$ cat src/rtl/seg7_scan_ctrl_if.sv
// +--------------------------------------------------------------------------+
// | seg7_scan_ctrl_if : control/value inputs and decoder/anode outputs of     |
// |                     the 7-segment scan controller.   Rev 1.0             |
// +--------------------------------------------------------------------------+
`default_nettype none

interface seg7_scan_ctrl_if #(
  parameter int NDIG = 8
);
  logic                run;
  logic [4*NDIG-1:0]   iVALUE;
  logic [NDIG-1:0]     iBLANK_MASK;
  logic                iLZB;
  logic [3:0]          oDIG;
  logic                oLUT_EN;
  logic [NDIG-1:0]     oAN;
  logic                oFRAME;

  modport master (
    output run, iVALUE, iBLANK_MASK, iLZB,
    input  oDIG, oLUT_EN, oAN, oFRAME
  );

  modport slave (
    input  run, iVALUE, iBLANK_MASK, iLZB,
    output oDIG, oLUT_EN, oAN, oFRAME
  );
endinterface

`default_nettype wire

$ cat src/rtl/seg7_scan_ctrl.sv
// +--------------------------------------------------------------------------+
// | seg7_scan_ctrl : multiplexed common-anode display scanner feeding one     |
// |                  shared registered hex-to-7seg decoder.   Rev 1.0        |
// +--------------------------------------------------------------------------+
`default_nettype none

module seg7_scan_ctrl #(
  parameter int NDIG  = 8,
  parameter int DWELL = 1024,
  parameter int GUARD = 4
) (
  input  wire logic         clk,
  input  wire logic         rst_n,
  seg7_scan_ctrl_if.slave   bus
);

  localparam int c_TMAX = (GUARD > DWELL) ? GUARD : DWELL;
  localparam int c_TW   = (c_TMAX > 1) ? $clog2(c_TMAX) : 1;
  localparam int c_IW   = $clog2(NDIG);

  localparam logic [c_TW-1:0] c_GUARD_LAST = c_TW'(GUARD - 1);
  localparam logic [c_TW-1:0] c_DWELL_LAST = c_TW'(DWELL - 1);
  localparam logic [c_IW-1:0] c_IDX_LAST   = c_IW'(NDIG - 1);

  typedef enum logic [1:0] {
    ST_IDLE  = 2'd0,
    ST_LOAD  = 2'd1,
    ST_GUARD = 2'd2,
    ST_SHOW  = 2'd3
  } state_t;

  state_t            r_state;
  state_t            w_state_nxt;
  logic [c_IW-1:0]   r_idx;
  logic [c_IW-1:0]   w_idx_nxt;
  logic [c_TW-1:0]   r_timer;
  logic [c_TW-1:0]   w_timer_nxt;

  logic [4*NDIG-1:0] r_snap_val;
  logic [NDIG-1:0]   r_snap_mask;
  logic              r_snap_lzb;

  logic [3:0]        r_dig;
  logic              r_lut_en;
  logic [NDIG-1:0]   r_an;
  logic              r_frame;

  logic              w_capture;
  logic [3:0]        w_load_nib;
  logic [NDIG-1:0]   w_blank;
  logic [NDIG-1:0]   w_an_nxt;

  // Sequencing; dropping run overrides every transition.
  always_comb begin
    w_state_nxt = r_state;
    w_idx_nxt   = r_idx;
    w_timer_nxt = r_timer;
    unique case (r_state)
      ST_IDLE: begin
        if (bus.run) begin
          w_state_nxt = ST_LOAD;
          w_idx_nxt   = '0;
        end
      end
      ST_LOAD: begin
        w_state_nxt = ST_GUARD;
        w_timer_nxt = '0;
      end
      ST_GUARD: begin
        if (r_timer == c_GUARD_LAST) begin
          w_state_nxt = ST_SHOW;
          w_timer_nxt = '0;
        end else begin
          w_timer_nxt = r_timer + 1'b1;
        end
      end
      ST_SHOW: begin
        if (r_timer == c_DWELL_LAST) begin
          w_state_nxt = ST_LOAD;
          w_timer_nxt = '0;
          w_idx_nxt   = (r_idx == c_IDX_LAST) ? '0 : r_idx + 1'b1;
        end else begin
          w_timer_nxt = r_timer + 1'b1;
        end
      end
      default: w_state_nxt = ST_IDLE;
    endcase
    if (!bus.run) begin
      w_state_nxt = ST_IDLE;
      w_idx_nxt   = '0;
      w_timer_nxt = '0;
    end
  end

  // A frame starts whenever digit 0 is about to be loaded.
  assign w_capture  = (w_state_nxt == ST_LOAD) && (w_idx_nxt == '0);
  assign w_load_nib = w_capture ? bus.iVALUE[3:0] : r_snap_val[4*w_idx_nxt +: 4];

  always_comb begin
    for (int k = 0; k < NDIG; k++) begin
      w_blank[k] = r_snap_mask[k] |
                   (r_snap_lzb && (k != 0) && ((r_snap_val >> (4*k)) == '0));
    end
  end

  always_comb begin
    w_an_nxt = '1;
    if ((w_state_nxt == ST_SHOW) && !w_blank[w_idx_nxt]) begin
      w_an_nxt[w_idx_nxt] = 1'b0;
    end
  end

  always_ff @(posedge clk or negedge rst_n) begin
    if (!rst_n) begin
      r_state     <= ST_IDLE;
      r_idx       <= '0;
      r_timer     <= '0;
      r_snap_val  <= '0;
      r_snap_mask <= '0;
      r_snap_lzb  <= 1'b0;
      r_dig       <= 4'h0;
      r_lut_en    <= 1'b0;
      r_an        <= '1;
      r_frame     <= 1'b0;
    end else begin
      r_state  <= w_state_nxt;
      r_idx    <= w_idx_nxt;
      r_timer  <= w_timer_nxt;
      if (w_capture) begin
        r_snap_val  <= bus.iVALUE;
        r_snap_mask <= bus.iBLANK_MASK;
        r_snap_lzb  <= bus.iLZB;
      end
      if (w_state_nxt == ST_LOAD) begin
        r_dig <= w_load_nib;
      end
      r_lut_en <= (w_state_nxt == ST_LOAD);
      r_an     <= w_an_nxt;
      r_frame  <= w_capture;
    end
  end

  assign bus.oDIG    = r_dig;
  assign bus.oLUT_EN = r_lut_en;
  assign bus.oAN     = r_an;
  assign bus.oFRAME  = r_frame;

endmodule

`default_nettype wire

$ cat src/flat_wrapper.sv
// flat-port wrapper written by rule: the top's interface ports become plain ports
module seg7_scan_ctrl_flat 
#(
  parameter int NDIG  = 8,
  parameter int DWELL = 1024,
  parameter int GUARD = 4
)
  (clk, rst_n, bus_run, bus_iVALUE, bus_iBLANK_MASK, bus_iLZB, bus_oDIG, bus_oLUT_EN, bus_oAN, bus_oFRAME);
  seg7_scan_ctrl_if #(.NDIG(NDIG)) bus_i ();
  input  wire logic clk;
  input  wire logic rst_n;
  input wire logic [$bits(bus_i.run)-1:0] bus_run;
  input wire logic [$bits(bus_i.iVALUE)-1:0] bus_iVALUE;
  input wire logic [$bits(bus_i.iBLANK_MASK)-1:0] bus_iBLANK_MASK;
  input wire logic [$bits(bus_i.iLZB)-1:0] bus_iLZB;
  output wire logic [$bits(bus_i.oDIG)-1:0] bus_oDIG;
  output wire logic [$bits(bus_i.oLUT_EN)-1:0] bus_oLUT_EN;
  output wire logic [$bits(bus_i.oAN)-1:0] bus_oAN;
  output wire logic [$bits(bus_i.oFRAME)-1:0] bus_oFRAME;
  assign bus_i.run = bus_run;
  assign bus_i.iVALUE = bus_iVALUE;
  assign bus_i.iBLANK_MASK = bus_iBLANK_MASK;
  assign bus_i.iLZB = bus_iLZB;
  assign bus_oDIG = bus_i.oDIG;
  assign bus_oLUT_EN = bus_i.oLUT_EN;
  assign bus_oAN = bus_i.oAN;
  assign bus_oFRAME = bus_i.oFRAME;
  seg7_scan_ctrl #(.NDIG(NDIG), .DWELL(DWELL), .GUARD(GUARD)) u_core (.clk(clk), .rst_n(rst_n), .bus(bus_i));
endmodule
$ cat config.mk
export PLATFORM = sky130hd
export DESIGN_NAME = seg7_scan_ctrl_flat
export DESIGN_NICKNAME = d
export VERILOG_FILES = /design/src/rtl/seg7_scan_ctrl_if.sv /design/src/rtl/seg7_scan_ctrl.sv /design/src/flat_wrapper.sv
export SDC_FILE = /design/constraint.sdc
export NUM_CORES = 1
export LEC_CHECK = 0
export ABC_AREA = 1
export CAP_MARGIN = 20
export CORE_ASPECT_RATIO = 0.6
export CORE_MARGIN = 4
export CORE_UTILIZATION = 40
export CTS_CLUSTER_DIAMETER = 150
export DETAILED_ROUTE_END_ITERATION = 16
export PLACE_DENSITY = 0.62
export SLEW_MARGIN = 0
export SYNTH_ARGS = -nofsm -noshare
export SYNTH_HDL_FRONTEND = slang
export SYNTH_SLANG_ARGS = --single-unit
$ cat constraint.sdc
create_clock -name clk -period 2.5 [get_ports clk]
set_clock_uncertainty 0.1 [all_clocks]
set_input_delay 0.5 -clock clk [delete_from_list [all_inputs] [get_ports clk]]
set_output_delay 0.5 -clock clk [all_outputs]
set_load 0.02 [all_outputs]
Fig. 1: run 1, PDN straps and rails
The bar under the picture is 50 um long. Pins as bars on the die edge.
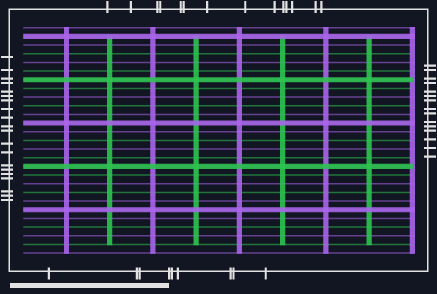
- VDD: green
- VSS: purple
- met4 straps: 9
- rows: 26

Fig. 2: run 1, placed cells, one colour a class
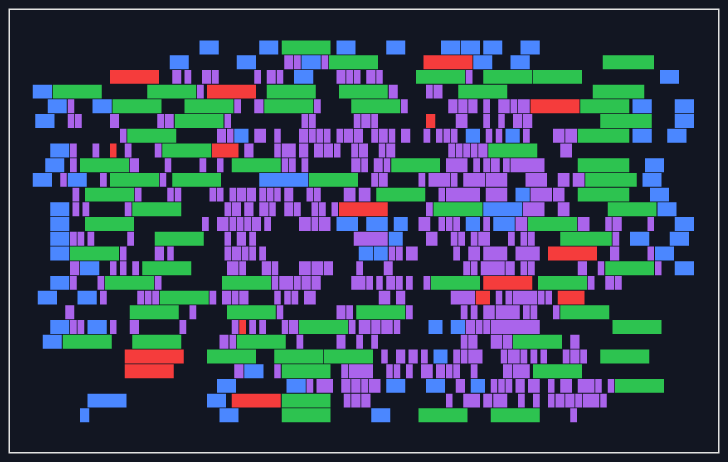
- clock drivers and dummy loads: red (cells 16; share of their area 6.5%)
- flops: green (cells 70; share of their area 38%)
- all other logic: purple (cells 382; share of their area 40%)
- other buffers and delay cells: blue (cells 76; share of their area 16%)
Core Region: 0.008653 mm^2
final instance area: 0.004830 mm^2
fin util: 55.81%
cell row count: 26
flop share of the area: 36.48%

Fig. 3: run 1, clock distribution
The bar under the picture is 50 um long.
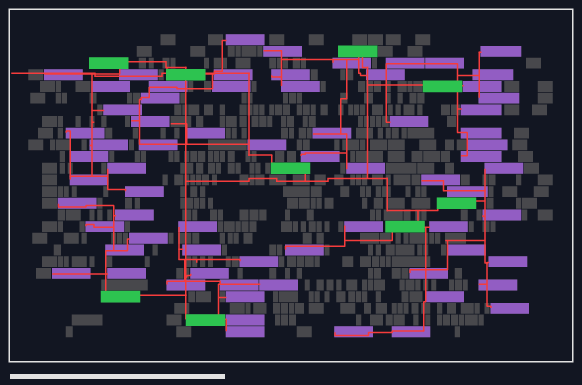
- cells driving clock nets: green (count 9)
- clock wires: red (length 948 um)
- flip-flops: purple (count 70)
- flops lie: spread over the die
Clk power: 0.00129 W
clk latency late pin: 340 ps
Clock Power Share: 30.6%

Fig. 4: run 1, routed metal, one colour a layer
The bar under the picture is 50 um long.
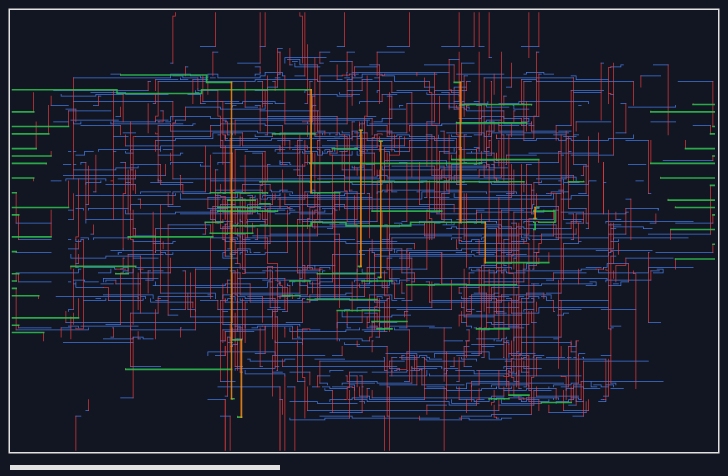
- met1: blue (wire length 5,150 um)
- met4: orange (wire length 178 um)
- met2: red (wire length 3,770 um)
- met3: green (wire length 665 um)
drt total wl: 9.756 mm
GRT Overall Usage: 18.92%
DR WL/cell: 14.87 um

## run 1: power by group
part | internal (W) | switching [W]
combinational | 0.000507 | 0.000831
sequential | 0.00145 | 0.000148
clock | 0.000825 | 0.000468
## run 1: critical path, delay by kind of cell (launching register included)
| kind | cells | cell delay [ps] |
|---|---|---|
| buf+inv | 4 | 560 |
| flops | 1 | 370 |
| simple gates | 9 | 1050 |
| fa+ha+maj | 1 | 170 |
## run 1: what timing repair did
| action | in CTS | in global routing |
|---|---|---|
| buffers inserted | 0 | 2 |
| endpoints found under the hold margin | 0 | 0 |
| gates resized | 0 | 27 |
| setup endpoints to repair | 0 | 55 |
| hold buffers | 0 | 0 |
==> reports/results.ini, run 1 <==
[global_route]
grt_use_met2_pct=24.26
use_met1_pct=28.99
use_met3_pct=5.718

[finish]
layout_top_cell=nand2_1
final_cell_mix=nand2_1, inv_1, dfrtp_1
seqCellArea_mm2=0.001762
flop-count=70
layout-drive-gt1-share_pct=13.05
syn_to_final_growth_pct=33.29
largest_reg_flops=32
largest_class=sequential cells

[route]
ant_nets=0
drt_iter0_markers=260
wl_met2_mm=3.768
wl_met3_um=664
wl_met1_mm=5.146
avgViaCountPerCell=4.986

[yosys]
synthTopCellsByCount=nand2_1, inv_1, dfrtp_1, nor2_1, o21ai_1
syn_avg_cell_area_um2=7.792
ys_warn_count=0
synth_cells=465
flop_cell=dfrtp_1
most_common_cell=nand2_1
ys.flops=70

[outcome]
outcome=complete, no violations

[critical_path]
rrSetupSlack_ps=110
startpoint=u_core.r_timer[1]$_DFFE_PN0P_
start_kind=flop
critical_path.max_fanout=23

[place]
pre_cts_ws_ps=101.4
port_buffers=57
placed_cells=637

[die]
nWellTaps=112

[clock_tree]
path_clk_slew_ps=50
cts-root-buf=clkbuf_16

[final_timing]
worst_slew_pin_slew_ps=479.8
finalMaxSlewViolations=0
period_minus_slack_ps=2388

[flow_run]
drv_cap=0

Fig. 5: run 1, the clock network
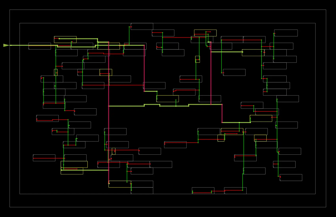

==> inputs of run 2 (changes only) <==
CELL_PAD_IN_SITES_DETAIL_PLACEMENT = 0   (was unset)
CELL_PAD_IN_SITES_GLOBAL_PLACEMENT = 1   (was unset)
CORE_UTILIZATION = 39   (was 40)
PLACE_DENSITY = 0.87   (was 0.62)
Fig. 6: run 2, the clock network
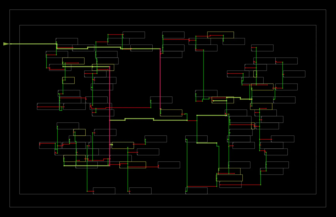
CLK BUF: 13
CTS buffer count: 9

==> run 2 against run 1 <==
Net effect: die area is 2.4% higher; synthesized area stayed put; clock power is 16% higher; critical endpoint is now u_core.r_snap_val[7]$_DFFE_PN0P_; highest routed layer unchanged.
==> reports/results.ini, run 2 <==
[critical_path]
path_depth=15  ; +1
startpoint=u_core.r_timer[0]$_DFFE_PN0P_
path_delay_family=simple AND/OR/NAND/NOR gates

[clock_tree]
hold_buffers=0  ; unchanged
post-cts-setup-buffers=0  ; unchanged
clkLatencyLatePin_ps=330  ; about the same

[yosys]
most_common_cell=nand2_1
ys.flops=70  ; unchanged

[die]
nWellTaps=112  ; unchanged
core_area_mm2=0.008783  ; +1.5%

[finish]
layout_top_cell=nand2_1
seqCellArea_mm2=0.001763  ; about the same
largest_reg_flops=32  ; unchanged
final_cell_mix=nand2_1, inv_1, dfrtp_1

[route]
wl_per_cell_um=15.67  ; +5.4%
drt_iter0_markers=298  ; +15%
wirelength_mm=10.42  ; +6.8%
ant_nets=0  ; unchanged

[final_timing]
period_minus_slack_ps=2440  ; +51.75 ps

[outcome]
outcome=complete, no violations

[flow_run]
drv_cap=0  ; unchanged

run 2: cell counts after synthesis:
No cell type changed its count.
run 2: routing by layer:
layer  vias up  share of wire (%)  global-route usage [%]
met4         0               0.63                   4.668
li1       1652                  -                       -
met3         6                8.5                   6.235
met2       117                 39                   25.33
met5         -                  0                       0
met1      1544                 52                   29.16
run 2: logic make-up after synthesis:
group           Yosys count  share of synthesized area, %
flops                    70                         48.62
xor+xnor                  4                        0.9668
fa+ha+maj                 7                         2.417
buf+inv                  82                         9.358
compound gates           64                         9.358
simple gates            238                         29.28
run 2: power by group:
group / total (W) / switching [W] / internal [W]
clock network: 0.00150 / 0.000466 / 0.00103
registers: 0.00160 / 0.000150 / 0.00145
logic: 0.00143 / 0.000866 / 0.000567
Power is estimated from default activity; no workload was simulated.
